<file path="src/rtl/div_sched_pkg.sv">
// Shared types and helpers for the divider configuration scheduler.
package div_sched_pkg;

    typedef enum logic [1:0] {
        IDLE = 2'd0,
        STOP = 2'd1,
        LOAD = 2'd2,
        RUN  = 2'd3
    } sched_state_t;

    localparam int DW_DEFAULT = 32;
    localparam int MAX_REQ    = 16;

    // Index of the first set bit of vec at or after ptr, wrapping within n bits.
    // Returns ptr when vec has no set bit; callers qualify the result with |vec.
    function automatic logic [3:0] first_set_from(input logic [3:0] ptr,
                                                  input logic [MAX_REQ-1:0] vec,
                                                  input int n);
        logic [3:0] idx;
        logic       found;
        first_set_from = ptr;
        found          = 1'b0;
        for (int i = 0; i < MAX_REQ; i++) begin
            idx = 4'((int'(ptr) + i) % n);
            if (!found && (i < n) && vec[idx]) begin
                first_set_from = idx;
                found          = 1'b1;
            end
        end
    endfunction

endpackage

</file>
<file path="src/rtl/rr_arbiter.sv">
// Combinational round-robin pick: first requester at or after ptr wins.
module rr_arbiter
    import div_sched_pkg::*;
#(
    parameter int N_REQ = 4,
    parameter int IW    = $clog2(N_REQ)
) (
    input  logic [N_REQ-1:0] req,
    input  logic [IW-1:0]    ptr,
    output logic [N_REQ-1:0] winner_oh,
    output logic [IW-1:0]    winner_idx,
    output logic             valid
);

    logic [MAX_REQ-1:0] req_ext;
    logic [3:0]         pick;

    // Widen to the helper's fixed width, pick, and decode to one-hot.
    always_comb begin
        req_ext              = '0;
        req_ext[N_REQ-1:0]   = req;
        pick                 = first_set_from(4'(ptr), req_ext, N_REQ);
        valid                = |req;
        winner_idx           = IW'(pick);
        winner_oh            = '0;
        if (valid) begin
            winner_oh[winner_idx] = 1'b1;
        end
    end

endmodule

</file>
<file path="src/rtl/div_cfg_scheduler.sv">
// Shares one programmable clock divider between N_REQ requesters.
// Handshake: REQ[r] is a level request held (with DIV_VAL[r] stable) until the
// requester is done; GNT[r] high means the divider runs at r's ratio. Dropping
// REQ[r] releases (or aborts) the grant; GNT falls the cycle after.
module div_cfg_scheduler
    import div_sched_pkg::*;
#(
    parameter int N_REQ    = 4,
    parameter int DW       = DW_DEFAULT,
    parameter int SETTLE   = 2,
    parameter int MAX_HOLD = 0
) (
    input  logic                CLK,
    input  logic                RESET,
    input  logic [N_REQ-1:0]    REQ,
    input  logic [N_REQ*DW-1:0] DIV_VAL,
    output logic [N_REQ-1:0]    GNT,
    output logic                BUSY,
    output logic [DW-1:0]       CUR_DIV,
    output logic [DW-1:0]       DIV_DIN,
    output logic                DIV_CONFIG,
    output logic                DIV_ENABLE,
    output logic [1:0]          dbg_state
);

    localparam int IW = $clog2(N_REQ);
    localparam int SW = (SETTLE > 1) ? $clog2(SETTLE) : 1;
    localparam int HW = $clog2(MAX_HOLD + 2);

    sched_state_t     state, state_n;
    logic [IW-1:0]    owner, owner_n, rr_ptr, rr_ptr_n, next_ptr;
    logic [DW-1:0]    val, val_n, cur_n, din_n, req_val, req_val_nz;
    logic [SW-1:0]    settle_cnt, settle_n;
    logic [HW-1:0]    hold_cnt, hold_n;
    logic [N_REQ-1:0] gnt_n, arb_oh, owner_oh;
    logic [IW-1:0]    arb_idx;
    logic             arb_valid, en_n, cfg_n, owner_req, others_waiting;
    logic [DW-1:0]    val_arr [N_REQ];

    rr_arbiter #(.N_REQ(N_REQ), .IW(IW)) u_arb (
        .req        (REQ),
        .ptr        (rr_ptr),
        .winner_oh  (arb_oh),
        .winner_idx (arb_idx),
        .valid      (arb_valid)
    );

    // Requested ratio of the arbitration winner (0 means 1) and owner status.
    always_comb begin
        for (int i = 0; i < N_REQ; i++) begin
            val_arr[i] = DIV_VAL[i*DW +: DW];
        end
        req_val        = val_arr[arb_idx];
        req_val_nz     = (req_val == '0) ? DW'(1) : req_val;
        owner_oh       = N_REQ'(1) << owner;
        owner_req      = REQ[owner];
        others_waiting = |(REQ & ~owner_oh);
        next_ptr       = (owner == IW'(N_REQ - 1)) ? '0 : owner + IW'(1);
    end

    // Next-state and next-output logic; every registered output is computed here.
    always_comb begin
        state_n  = state;
        owner_n  = owner;
        rr_ptr_n = rr_ptr;
        val_n    = val;
        settle_n = settle_cnt;
        hold_n   = hold_cnt;
        gnt_n    = GNT;
        en_n     = DIV_ENABLE;
        cfg_n    = 1'b0;
        din_n    = DIV_DIN;
        cur_n    = CUR_DIV;
        case (state)
            IDLE: begin
                if (arb_valid) begin
                    owner_n = arb_idx;
                    val_n   = req_val_nz;
                    if ((req_val_nz == CUR_DIV) && DIV_ENABLE) begin
                        state_n = RUN;
                        gnt_n   = arb_oh;
                        hold_n  = HW'(1);
                    end else begin
                        state_n  = STOP;
                        en_n     = 1'b0;
                        settle_n = SW'(SETTLE - 1);
                    end
                end
            end
            STOP: begin
                en_n = 1'b0;
                if (!owner_req) begin
                    state_n  = IDLE;
                    rr_ptr_n = next_ptr;
                end else if (settle_cnt == '0) begin
                    state_n = LOAD;
                    cfg_n   = 1'b1;
                    din_n   = val;
                    cur_n   = val;
                end else begin
                    settle_n = settle_cnt - SW'(1);
                end
            end
            LOAD: begin
                // The strobe always completes; an abort only skips the grant.
                en_n = 1'b0;
                if (owner_req) begin
                    state_n = RUN;
                    en_n    = 1'b1;
                    gnt_n   = owner_oh;
                    hold_n  = HW'(1);
                end else begin
                    state_n  = IDLE;
                    rr_ptr_n = next_ptr;
                end
            end
            RUN: begin
                if (!owner_req ||
                    ((MAX_HOLD > 0) && (hold_cnt == HW'(MAX_HOLD)) && others_waiting)) begin
                    state_n  = IDLE;
                    gnt_n    = '0;
                    rr_ptr_n = next_ptr;
                end else if (hold_cnt < HW'(MAX_HOLD)) begin
                    hold_n = hold_cnt + HW'(1);
                end
            end
            default: state_n = IDLE;
        endcase
    end

    // State and output registers with asynchronous reset.
    always_ff @(posedge CLK or posedge RESET) begin
        if (RESET) begin
            state      <= IDLE;
            owner      <= '0;
            rr_ptr     <= '0;
            val        <= DW'(1);
            settle_cnt <= '0;
            hold_cnt   <= '0;
            GNT        <= '0;
            DIV_ENABLE <= 1'b0;
            DIV_CONFIG <= 1'b0;
            DIV_DIN    <= '0;
            CUR_DIV    <= DW'(1);
        end else begin
            state      <= state_n;
            owner      <= owner_n;
            rr_ptr     <= rr_ptr_n;
            val        <= val_n;
            settle_cnt <= settle_n;
            hold_cnt   <= hold_n;
            GNT        <= gnt_n;
            DIV_ENABLE <= en_n;
            DIV_CONFIG <= cfg_n;
            DIV_DIN    <= din_n;
            CUR_DIV    <= cur_n;
        end
    end

    assign BUSY      = (state != IDLE);
    assign dbg_state = state;

endmodule

</file>
<file path="config.mk">
export PLATFORM = sky130hd
export DESIGN_NAME = div_cfg_scheduler
export DESIGN_NICKNAME = d
export VERILOG_FILES = /design/src/rtl/div_sched_pkg.sv /design/src/rtl/rr_arbiter.sv /design/src/rtl/div_cfg_scheduler.sv
export SDC_FILE = /design/constraint.sdc
export NUM_CORES = 1
export LEC_CHECK = 0
export CAP_MARGIN = 20
export CORE_ASPECT_RATIO = 0.5
export CORE_UTILIZATION = 50
export DETAILED_ROUTE_END_ITERATION = 10
export GPL_TIMING_DRIVEN = 0
export PLACE_DENSITY = 0.88
export SETUP_SLACK_MARGIN = 0.3
export SKIP_LAST_GASP = 1
export SYNTH_ARGS = -nofsm -noshare
export SYNTH_HDL_FRONTEND = slang
export SYNTH_SLANG_ARGS = --single-unit
</file>
<file path="constraint.sdc">
create_clock -name CLK -period 6.1 [get_ports CLK]
set_input_delay 1.22 -clock CLK [delete_from_list [all_inputs] [get_ports CLK]]
set_output_delay 1.22 -clock CLK [all_outputs]
set_load 0.02 [all_outputs]
</file>
Fig. 1: logic cells by family
(4 px per um)
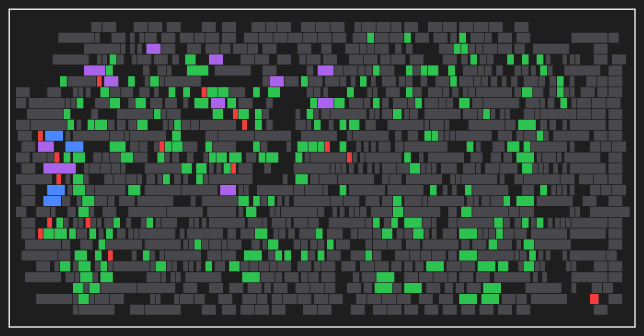
colour	family	cells
red	inv cells	16
green	aoi and oai cells	179
blue	fa/ha/maj cells	4
purple	mux cells	11
highest-count logic cell in the final layout: clkdlybuf4s50_1
Post-Layout Cell Count: 1123
Comb/total area: 40.0%

Fig. 2: M2 wires
(2 px per um)
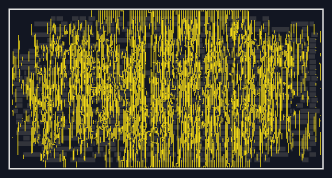
longest straight run	49.6 um
main direction	vertical
wire length on this layer	10600 um
share of all routed wire	45%
nets with wire on the layer	954
via count: 7059
GRT met2 Usage: 61.3%
Total Wirelength: 23400 um

==> flow_metrics.py <==
# Synthesis and PnR figures
metrics = {
    "clocking": {
        "cts_buffers": 9,
        "tritoncts": "done",
        "clockRootBuffer": "clkbuf_16",
        "cts_resized": 0,
        "cts.path.max_buffers": 2,
        "clock_sinks": 78,
        "ctsHtreeMaxLevel": 3,
        "clkLatencyLatePin_ns": 0.34,
        "path_clk_slew_ns": 0.06,
        "post-cts-setup-buffer-count": 0,
        "cts_hold_buffers": 0,
    },
    "critical_path": {
        "r2r-start": "rr_ptr[1]",
        "ff2ff_path_depth": 14,
        "critPathCaptureType": "register",
        "endpoint": "GNT[2]",
        "critPathRequiredTime_ns": 6.30,
        "crit_start": "REQ[1]",
        "worstPathMaxFanout": 10,
        "ff2ff_setup_slack_ns": 1.57,
        "worstSetupStartpointType": "input pin",
        "r2r-end": "GNT[2]",
        "worstSetupPathType": "input pin to register",
        "arrival_ns": 5.77,
    },
    "yosys": {
        "floorplan.nets": 880,
        "compound_area_share_pct": 25.0,
        "async_flop_share_pct": 100,
        "synthMuxAreaShare_pct": 2.23,
        "yosys_warnings": 0,
        "ys_sh_xor_pct": 0.738,
        "top_cell_area_share_pct": 32.0,
        "yosys.cell_types.count": 78,
        "yosys_cells": 742,
        "edf_count": 0,
        "synth-adder-area-share_pct": 0.843,
        "yosys_register_bits": 78,
        "synthTopLogicFamily": "simple AND/OR/NAND/NOR gates",
        "avgSynthCellArea_sq_um": 8.00,
        "top_cells_by_count": "nand2_1 (150), o21ai_0 (87), dfrtp_1 (76)",
        "syn_inst": 742,
        "yosysChipArea_sq_um": 5930,
        "synth.cell_area_sq_um": 5930,
        "most_common_cell": "nand2_1",
        "ys_sh_simple_pct": 28.7,
        "ff_type": "dfrtp_1",
        "post-synth-top-area-cell": "dfrtp_1",
        "ys_seq_share_pct": 32.9,
    },
    "power": {
        "p_total_w": 0.00447,
        "clkPwrFrac_pct": 13.1,
        "powerClk_w": 0.000584,
        "pg_comb_w": 0.00289,
        "p_sw_share_pct": 48.5,
        "leakagePower_nw": 3.62,
        "ir_worst_vdd_mv": 0.437,
        "power-top-group": "combinational logic",
        "seqPwrFrac_pct": 22.1,
        "intPower_w": 0.00230,
        "combPwrFrac_pct": 64.8,
    },
    "run": {
        "warning_count": 29,
        "cap_violations": 0,
    },
    "floorplan": {
        "initCoreUtil_pct": 52.6,
        "die_area_sq_um": 12300,
        "fp.dieW_um": 156,
        "pin_count": 207,
        "coreArea_sq_um": 11300,
        "rows": 27,
        "taps": 159,
    },
    "finish": {
        "fin_nets": 1097,
        "fill_cells": 854,
        "inverters_excl_clock": 16,
        "signal_buffers": 290,
        "nClkBuffers": 12,
        "layout.area.comb_sq_um": 3410,
        "buffer_area_share_pct": 30.4,
        "final-clk-cell-share_pct": 3.64,
        "final_layout_size_suffix_gt1_share_pct": 12.3,
        "antenna_cells": 0,
        "ff_count": 78,
        "regArea_sq_um": 1950,
        "post-route-cell-area_sq_um": 8530,
        "area_delta_synth_final_pct": 43.7,
        "largest_reg_flops": 32,
        "largest_cell_class": "logic gates",
        "nMultiInputCombCells": 564,
        "top_regs": "val (32), CUR_DIV (31), GNT (4)",
    },
    "global_route": {
        "grt_antenna_before_repair": 0,
        "top_usage_layer": "met2",
        "grt_max_degree": 63,
        "grt_pass1_vias": 6779,
        "grt_overflow_total": 0,
        "grtUsageMet1_pct": 47.7,
        "track_usage_pct": 38.1,
    },
    "final_timing": {
        "setup_viol": 0,
        "setup_slack_ns": 0.535,
        "worst_slew_pin_slew_ns": 0.886,
        "finalHoldViolations": 0,
        "period_used_pct": 91.2,
        "min_period_ns": 5.57,
        "skew_ns": 0.00821,
        "relSlewSlack_pct": 40.9,
        "tns_ns": 0,
        "slew_violations": 0,
        "rsz0062_at_grt": "no",
        "whs_ns": 0.468,
        "max_freq_ghz": 0.180,
    },
    "detailed_routing": {
        "dr.first_iter.drc_count": 830,
        "wl_per_cell_um": 20.8,
        "wl_met1_um": 8850,
        "met3WireLength_um": 3250,
        "drc": 0,
        "drtPass1Iterations": 8,
        "ant_nets": 0,
        "via_per_inst": 6.29,
        "dr.max_layer_used": "met4",
        "route.met2.wl_um": 10600,
    },
    "worst_hold_path": {
        "hp-start": "val[12]",
        "hold_path_class": "register to register",
        "hold_path_end": "CUR_DIV[12]",
        "min_path_cells": 2,
    },
    "placement": {
        "place_ws_ns": 0.394,
        "portBuffers": 205,
        "placed_area_sq_um": 8220,
        "dp_cells": 1107,
        "finalWeightedCongestion": 0.990,
        "dpl.hpwl_um": 17600,
    },
    "outcome": {
        "run_status": "completed",
    },
}
Fig. 3: register map, names as in the netlist
(4 px per um) Other sequential cells in the stronger grey, the rest of the logic in the fainter grey.
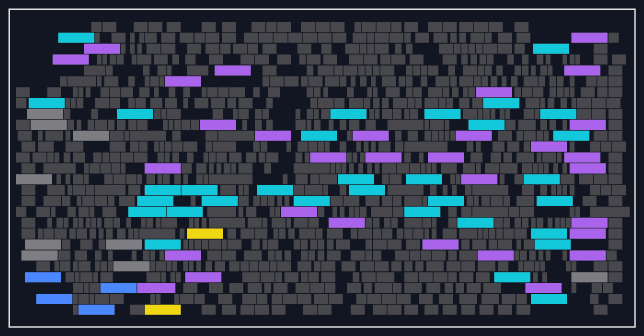
colour	netlist name	flops
cyan	val	32
yellow	DIV_DIN	2
blue	GNT	4
purple	CUR_DIV	31
not coloured	9
Seq/total area: 22.9%
sequential logic power: 0.000989 W
final core utilization: 75.6%

-- cells in the final DEF, fill, tap and decap left out, drive strengths merged, types with 8 or more instances in the layout --
cell type and n:
a21oi 8, o21ai 90, clkbuf 41, a211oi 29
nand3b 10, nor2 23, nand4b 11, o31ai 16
and3 22, dfrtp 76, nor3 13, nand3 72
nor4 9, a21bo 9, a22oi 8, inv 16
buf 56, nand2 151, clkdlybuf4s50 205
-- critical path: stages --
cell,delay [ns]
clkdlybuf4s50_1,0.65
nor2_1,0.13
o21bai_2,0.31
nand3_2,0.26
buf_4,0.27
buf_6,0.18
buf_6,0.16
mux2i_1,0.15
a2111oi_1,0.83
o22ai_1,0.21
nor4_1,0.42
nand4_2,0.36
a2111oi_0,0.51
a211oi_1,0.09
Power and IR drop assume default switching activity.
